==> run_1/layer_met2.png <==
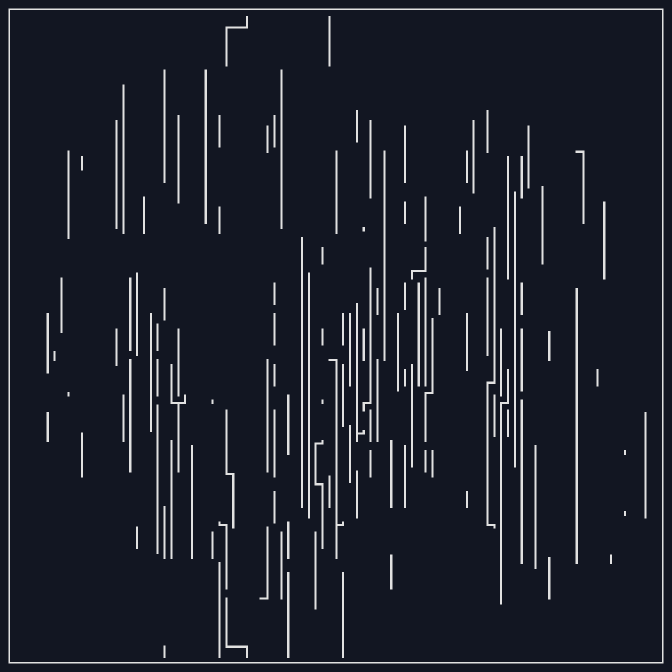
==> run_1/logic_types.png <==
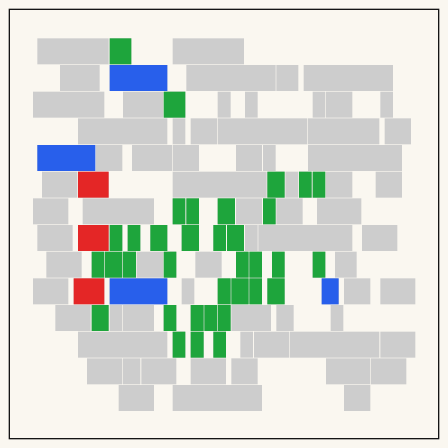
==> run_1/congestion.png <==
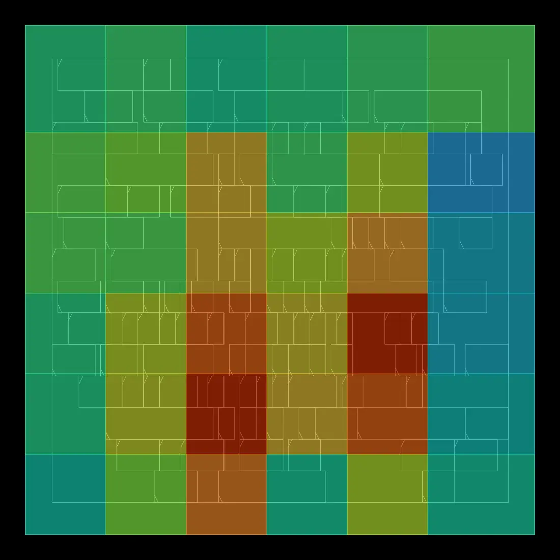
==> run_1/cell_density.png <==
9 x 9 tiles, from white (low) to dark blue (high), 0 to 100% covered.
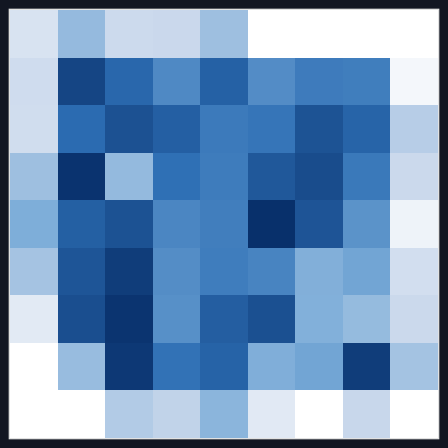
Design johnson_counter, sky130hd; sources not shown.
==> impl_metrics.csv, run 1 <==
group,metric,value,unit
logic_synthesis,synth-simple-area-share,0.332,
finish,syn2layout_area_growth,83.6,%
grt,grt_pass1_vias,608,
logic_synthesis,synth_flops,6,
critical_path,path_class,"reg2out",
critical_path,worst_setup_path_end_kind,"primary output",
logic_synthesis,yosysTopAreaCell,"dfrtp_1",
sta,final.setup_skew,0.00328,ns
sta,max-slew-margin-rel,0.670,
logic_synthesis,ys_sh_mux,0,
logic_synthesis,edf_count,0,
finish,largest_reg_flops,4,
power,p_leak,0.000465,µW
cts,cts_inserted_buffers,3,
sta,tightest_slew,0.494,ns
cts,ctsResizeCount,0,
power,combinationalPower,373,µW
sta,fin_crit_sh,1.18,
logic_synthesis,xor_area_frac,0.0477,
flow_run,maxCapViolations,0,
logic_synthesis,synth_cell_types,15,
power,power.density,562,nW/µm²
sta,hold_slack,0.629,ns
power,combPwrFrac,0.657,
critical_path,rr_worst_depth,7,
critical_path,crit_arrival,2.50,ns
power,p_seq_frac,0.177,
power,p_seq,101,µW
logic_synthesis,synth.most_common_cell,"nand2_1",
grt,grt_max_degree,7,
critical_path,cp-start-kind,"flip-flop",
logic_synthesis,ys_cells,74,
logic_synthesis,synth_area,551,µm²
grt,overflow,0,
power,pg_clk,94.3,µW
sta,setup_tns,-0.951,ns
detailed_routing,viasPerCell,4.72,
flow_run,openroad.warnings,32,
detailed_routing,dr.pass1.iters,2,
finish,final_cell_area,1010,µm²
cts,ctsHoldBuffers,0,
logic_synthesis,logic_family,"simple AND/OR/NAND/NOR gates",
detailed_routing,drc,0,
place,dpl-instance-area,962,µm²
cts,clockBufferDepth,2,
critical_path,cp.required,2.03,ns
worst_hold_path,hold_depth,3,
place,post-dp-hpwl,1.17,mm
logic_synthesis,yosys_warnings,0,
power,switching_share,0.408,
logic_synthesis,avgSynthCellArea,7.44,µm²
logic_synthesis,adder_share,0.209,
logic_synthesis,yosys-top-cells-count,"nand2_1 (26), inv_1 (10), nand3_1 (9), dfrtp_1 (6), ha_1 (6)",
cts,cts_root_buffer,"clkbuf_4",
finish,insertedDiodeCount,0,
power,clockPowerShare,0.166,
logic_synthesis,yosysTopAreaCellShare,0.273,
sta,setup_slack,-0.476,ns
grt,grt_antenna_before_repair,0,
outcome,outcome,"complete, but fails checks",
cts,clock.latency.late_pin,0.25,ns
sta,min_period,3.18,ns
outcome,violations,"setup timing",
logic_synthesis,postSynthSeqShare,0.273,
critical_path,crit_fanout,4,
place,port_buffers,18,
power,vdd_ir_drop_max,0.000435,V
cts,clkSinkCount,6,
sta,max_freq,315,MHz
sta,slew_viol_final,0,
finish,final_layout_size_suffix_gt1_frac,0.391,
logic_synthesis,async_reset_ff_frac,1.00,
cts,post_cts_buffers,0,
sta,hold_viol,0,
critical_path,rrSetupSlack,1.40,ns
detailed_routing,first_iter_violations,7,
sta,rsz0062_at_grt,"yes",
power,power-top-group,"combinational logic",
worst_hold_path,min_path_type,"reg2reg",
floorplanning,chipArea,1910,µm²
grt,grt_first_pass_wirelength,2.44,mm
logic_synthesis,postSynthCellCount,74,
finish,fin_nets,129,
logic_synthesis,compound_area_frac,0.0568,
floorplanning,dieHeight,43.7,µm
cts,tritoncts,"yes",
finish,fill_cells,124,
sta,finalSetupViolations,2,
cts,htree_levels,1,
power,p_int,337,µW
logic_synthesis,yosys_most_used_dff,"dfrtp_1",
power,power_switching,232,µW
floorplanning,chipWidth,43.7,µm
floorplanning,row_count,14,
logic_synthesis,area_leaders,"dfrtp_1 (27%), nand2_1 (18%), ha_1 (14%), nand3_1 (8.2%), fa_1 (7.3%)",
logic_synthesis,syn_nets,92,
logic_synthesis,ys_chip_area,551,µm²
floorplanning,io_pins,19,
detailed_routing,ant_nets,0,
cts,clkTransAtPathRegs,0.05,ns
Notes on layer_met2.png above:
wire length on this layer	623 µm
share of all routed wire	45%
nets with wire on the layer	106
longest straight run	18.4 µm
M2 GR Usage: 0.288
final wirelength: 1.38 mm
DR vias: 595

Notes on logic_types.png above:
color	family	cells
blue	aoi and oai cells	4
green	nand cells	35
red	xor and xnor cells	3
combinational share of cell area: 0.436
dominant logic cell type in the layout: nand2_1
Finished Layout Cells: 126

Notes on congestion.png above:
Core Util, Final: 0.679
WL/cell: 10.9 µm
gr usage total: 0.174

Notes on cell_density.png above:
tiles over 75% full	30%
fullest tile	100%
mean over tiles	52%
densest ninth of the die	middle
nearly empty tiles	11%
core region area: 1490 µm²
Initial Util: 0.370

-- run 1: layer usage --
layer / wire length, µm / track usage / part of all wire
met1: 650 / 0.218 / 0.47
met2: 622 / 0.288 / 0.45
met3: 58 / 0.0375 / 0.042
met4: 45 / 0.0727 / 0.033
met5: 0 / 0 / 0
-- run 1: per-stage QoR --
| step | total power [µW] | setup slack [ns] | util | std cells |
|---|---|---|---|---|
| floorplan | 319 | -0.382 | - | 74 |
| global placement | 458 | -0.162 | 0.646 | 120 |
| detailed placement | 466 | -0.178 | 0.646 | 120 |
| CTS | 563 | -0.470 | 0.664 | 124 |
| global route | 605 | -0.565 | 0.679 | 126 |
| finish | 569 | -0.476 | 0.679 | 126 |
-- run 1: worst max-delay path, stage by stage, from the launching register on --
cell	delay [ns]
dfrtp_2	0.36
inv_2	0.04
fa_1	0.56
inv_2	0.05
ha_4	0.15
ha_4	0.26
inv_4	0.03
ha_4	0.15
ha_4	0.15
nor2_4	0.16
buf_6	0.12
o21ai_4	0.05
buf_12	0.14
-- run 1: cells in the final DEF, fill, tap and decap left out, drive strengths merged, types with 3 or more instances in the layout --
cell / n
dfrtp: 6
clkdlybuf4s50: 15
buf: 17
inv: 12
xnor2: 3
nand3: 9
ha: 6
o21ai: 3
nand2: 26
clkbuf: 4
-- run 1: area by class of cell --
| type | count | area [µm²] | share of cell area |
|---|---|---|---|
| multi-input cells | 56 | 440 | 0.436 |
| repair buffers | 32 | 323 | 0.319 |
| flip-flops and latches | 6 | 154 | 0.152 |
| inverters | 12 | 47.5 | 0.0470 |
| clock buffers | 4 | 26.3 | 0.0260 |
| well taps | 16 | 20.0 | 0.0198 |
==> run 2: changes to the inputs <==
--- a/config.mk
+++ b/config.mk
@@ -8,9 +8,11 @@
 export ABC_AREA = 1
 export CORE_MARGIN = 2
 export CORE_UTILIZATION = 35
+export CTS_BUF_LIST = sky130_fd_sc_hd__clkbuf_8
 export CTS_CLUSTER_SIZE = 16
 export DETAILED_ROUTE_END_ITERATION = 10
 export GPL_ROUTABILITY_DRIVEN = 0
+export GPL_TIMING_DRIVEN = 0
 export PLACE_DENSITY_LB_ADDON = 0.15
 export SYNTH_ARGS = -nofsm -noshare
 export SYNTH_HDL_FRONTEND = slang
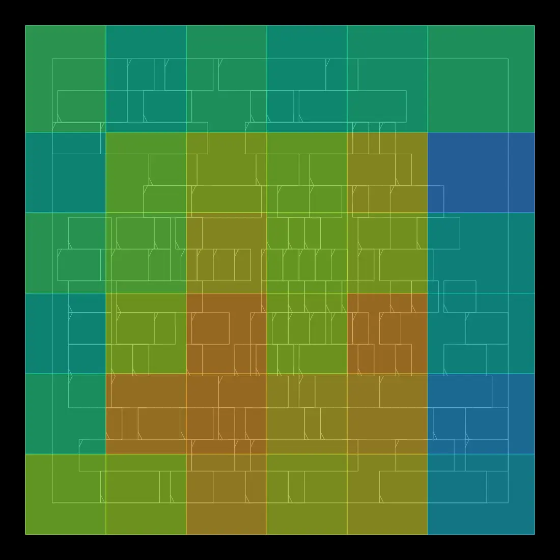
(run_2/congestion.png)
GR Layer Usage met1: 0.203
gr usage total: 0.159
WL/cell: 10.6 µm
GRT Max-Usage Layer: met2
M2 GR Usage: 0.250

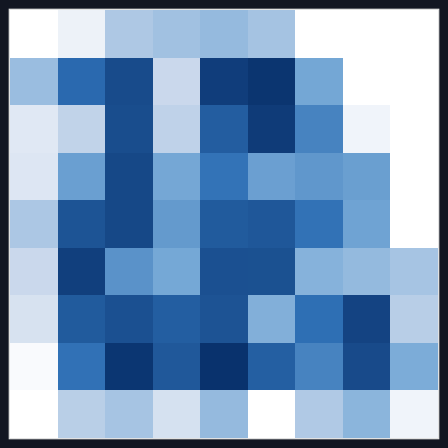
(run_2/cell_density.png)
9 x 9 tiles, from white (low) to dark blue (high), 0 to 100% covered.
mean over tiles	50%
densest ninth of the die	middle
tiles over 75% full	31%
fullest tile	99%
Core Util, Final: 0.650

==> run 2 against run 1 <==
Net effect: the flow still finishes with violations (setup timing); global-route usage is 1.5 points lower; clock-buffer cell count is 1 lower; routed wire length is 6.9% lower; sequential share of layout area is 0.69 points higher; utilization is 2.9 points lower.
==> impl_metrics.csv, run 2 <==
group,metric,value,unit
outcome,outcome,"complete, but fails checks",
outcome,violations,"setup timing",
critical_path,rrSetupSlack,1.52,ns
power,power_switching,226,µW
sta,max-slew-margin-rel,0.668,
detailed_routing,ant_nets,0,
power,p_leak,0.000445,µW
place,port_buffers,18,
detailed_routing,met3WireLength,76,µm
floorplanning,chipArea,1910,µm²
finish,final_cell_area,967,µm²
power,switching_share,0.401,
sta,setup_tns,-0.837,ns
critical_path,cp_slowest_cell,"fa_1",
cts,ctsHoldBuffers,0,
logic_synthesis,area_leaders,"dfrtp_1 (27%), nand2_1 (18%), ha_1 (14%), nand3_1 (8.2%), fa_1 (7.3%)",
critical_path,cp-start-kind,"flip-flop",
floorplanning,chipWidth,43.7,µm
detailed_routing,vias,568,
flow_run,openroad.warnings,32,
grt,grt_max_degree,7,
grt,grt_antenna_before_repair,0,
detailed_routing,wl,1.28,mm
floorplanning,row_count,14,
logic_synthesis,postSynthCellCount,74,
critical_path,crit_arrival,2.44,ns
power,vdd_ir_drop_max,0.000473,V
critical_path,slowest_delay,0.54,ns
logic_synthesis,synth_cell_types,15,
cts,cts_inserted_buffers,3,
critical_path,crit_fanout,4,
power,combPwrFrac,0.571,
finish,flop_area,154,µm²
logic_synthesis,yosysTopAreaCellShare,0.273,
logic_synthesis,avgSynthCellArea,7.44,µm²
detailed_routing,wl_met2,622,µm
grt,use_met3,0.0667,
floorplanning,dieHeight,43.7,µm
sta,setup_slack,-0.419,ns
sta,rsz0062_at_grt,"yes",
finish,fill_cells,137,
sta,fin_crit_sh,1.16,
detailed_routing,viasPerCell,4.69,
cts,clkSinkCount,6,
logic_synthesis,yosys_warnings,0,
place,dp_cells,108,
worst_hold_path,hold_depth,3,
logic_synthesis,yosysTopAreaCell,"dfrtp_1",
floorplanning,io_pins,19,
logic_synthesis,postSynthSeqShare,0.273,
sta,hold_viol,0,
grt,overflow,0,
finish,fin_nets,124,
critical_path,path_class,"reg2out",
finish,final_layout_size_suffix_gt1_frac,0.352,
place,dpl-instance-area,842,µm²
finish,combGateArea,440,µm²
critical_path,crit_path_cell_trace,"inv_4 > fa_1 > inv_2 > ha_4 > ha_4 > inv_4 > ha_4 > ha_4 > nor2_4 > nand2_2 > o21ai_4 > buf_6",
critical_path,cp.required,2.03,ns
sta,slew_viol_final,0,
finish,final_common_cell,"nand2_1",
detailed_routing,drc,0,
finish,layout.cells.non_filler,121,
logic_synthesis,synth.most_common_cell,"nand2_1",
finish,largest_reg_flops,4,
power,clockPowerShare,0.247,
critical_path,cp_common_cell,"ha_4",
floorplanning,initial_utilization,0.370,
logic_synthesis,syn_nets,92,
cts,clockBufferDepth,2,
sta,min_period,3.12,ns
finish,insertedDiodeCount,0,
grt,grt_pass1_vias,499,
cts,htree_levels,1,
logic_synthesis,synth_area,551,µm²
logic_synthesis,edf_count,0,
finish,syn2layout_area_growth,75.7,%
logic_synthesis,yosys-top-cells-count,"nand2_1 (26), inv_1 (10), nand3_1 (9), dfrtp_1 (6), ha_1 (6)",
cts,tritoncts,"yes",
sta,final.setup_skew,0.00344,ns
sta,finalSetupViolations,2,
place,post-dp-hpwl,965,µm
worst_hold_path,min_path_type,"reg2reg",
detailed_routing,wl_met1,577,µm
grt,grt_first_pass_wirelength,2.19,mm
critical_path,rr_worst_depth,6,
detailed_routing,dr.pass1.iters,4,
cts,cts_root_buffer,"clkbuf_8",
logic_synthesis,async_reset_ff_frac,1.00,
sta,tightest_slew,0.496,ns
logic_synthesis,synth_flops,6,
logic_synthesis,ys_cells,74,
detailed_routing,highest_layer,"met4",
cts,clock.latency.late_pin,0.22,ns
flow_run,maxCapViolations,0,
finish,mostFrequentLayoutCells,"nand2_1 (24), clkdlybuf4s50_1 (15), nand3_1 (9)",
power,p_seq_frac,0.182,
sta,max_freq,321,MHz
floorplanning,coreArea,1490,µm²
detailed_routing,first_iter_violations,11,
logic_synthesis,ys_chip_area,551,µm²
logic_synthesis,yosys_most_used_dff,"dfrtp_1",
power,power.density,583,nW/µm²
cts,clkTransAtPathRegs,0.04,ns
[run 2: logic make-up after synthesis]
group                    Yosys count  share of synthesized area
AND-OR/OR-AND                      4                     0.0568
XOR/XNOR                           3                     0.0477
adder cells (fa/ha/maj)            8                      0.209
buffers and inverters             12                     0.0818
flip-flops                         6                      0.273
AND/OR/NAND/NOR                   41                      0.332
[run 2: power by group through the flow]
| stage | logic, µW | clock network (µW) | registers (µW) |
|---|---|---|---|
| finish | 322 | 139 | 103 |
| floorplan | 193 | 0 | 126 |
| global route | 347 | 150 | 104 |
| global placement | 278 | 0 | 106 |
| CTS | 309 | 141 | 103 |
| detailed placement | 283 | 0 | 106 |
[run 2: timing repair]
item,4_1_cts,5_1_grt
setup buffers,6,3
hold endpoints to repair,0,0
pin swaps,4,5
gates resized,16,3
endpoints found under the setup margin,3,3
[run 2: per-stage QoR]
step | setup WS, ns | power [µW] | hold slack, ns
final | -0.419 | 564 | 0.619
after global routing | -0.506 | 602 | 0.649
after CTS | -0.475 | 553 | 0.589
after detailed placement | -0.968 | 389 | 0.527
after global placement | -0.957 | 384 | 0.523
after floorplan | -0.382 | 319 | 0.379
[run 2: layout make-up]
| class | count | area share |
|---|---|---|
| timing repair buffer | 27 | 0.266 |
| sequential | 6 | 0.159 |
| inverter | 12 | 0.0517 |
| clock buffer | 3 | 0.0427 |
| multi-input combinational | 56 | 0.455 |
| clock inverter | 1 | 0.00388 |
| tap | 16 | 0.0207 |
[run 2: critical path: cells and delay by family (launching register included)]
kind / cells / cell delay [ns]
AND-OR/OR-AND: 1 / 0.06
flip-flops: 1 / 0.38
AND/OR/NAND/NOR: 2 / 0.22
buffers and inverters: 4 / 0.29
adder cells (fa/ha/maj): 5 / 1.27
Power and IR drop assume default switching activity.
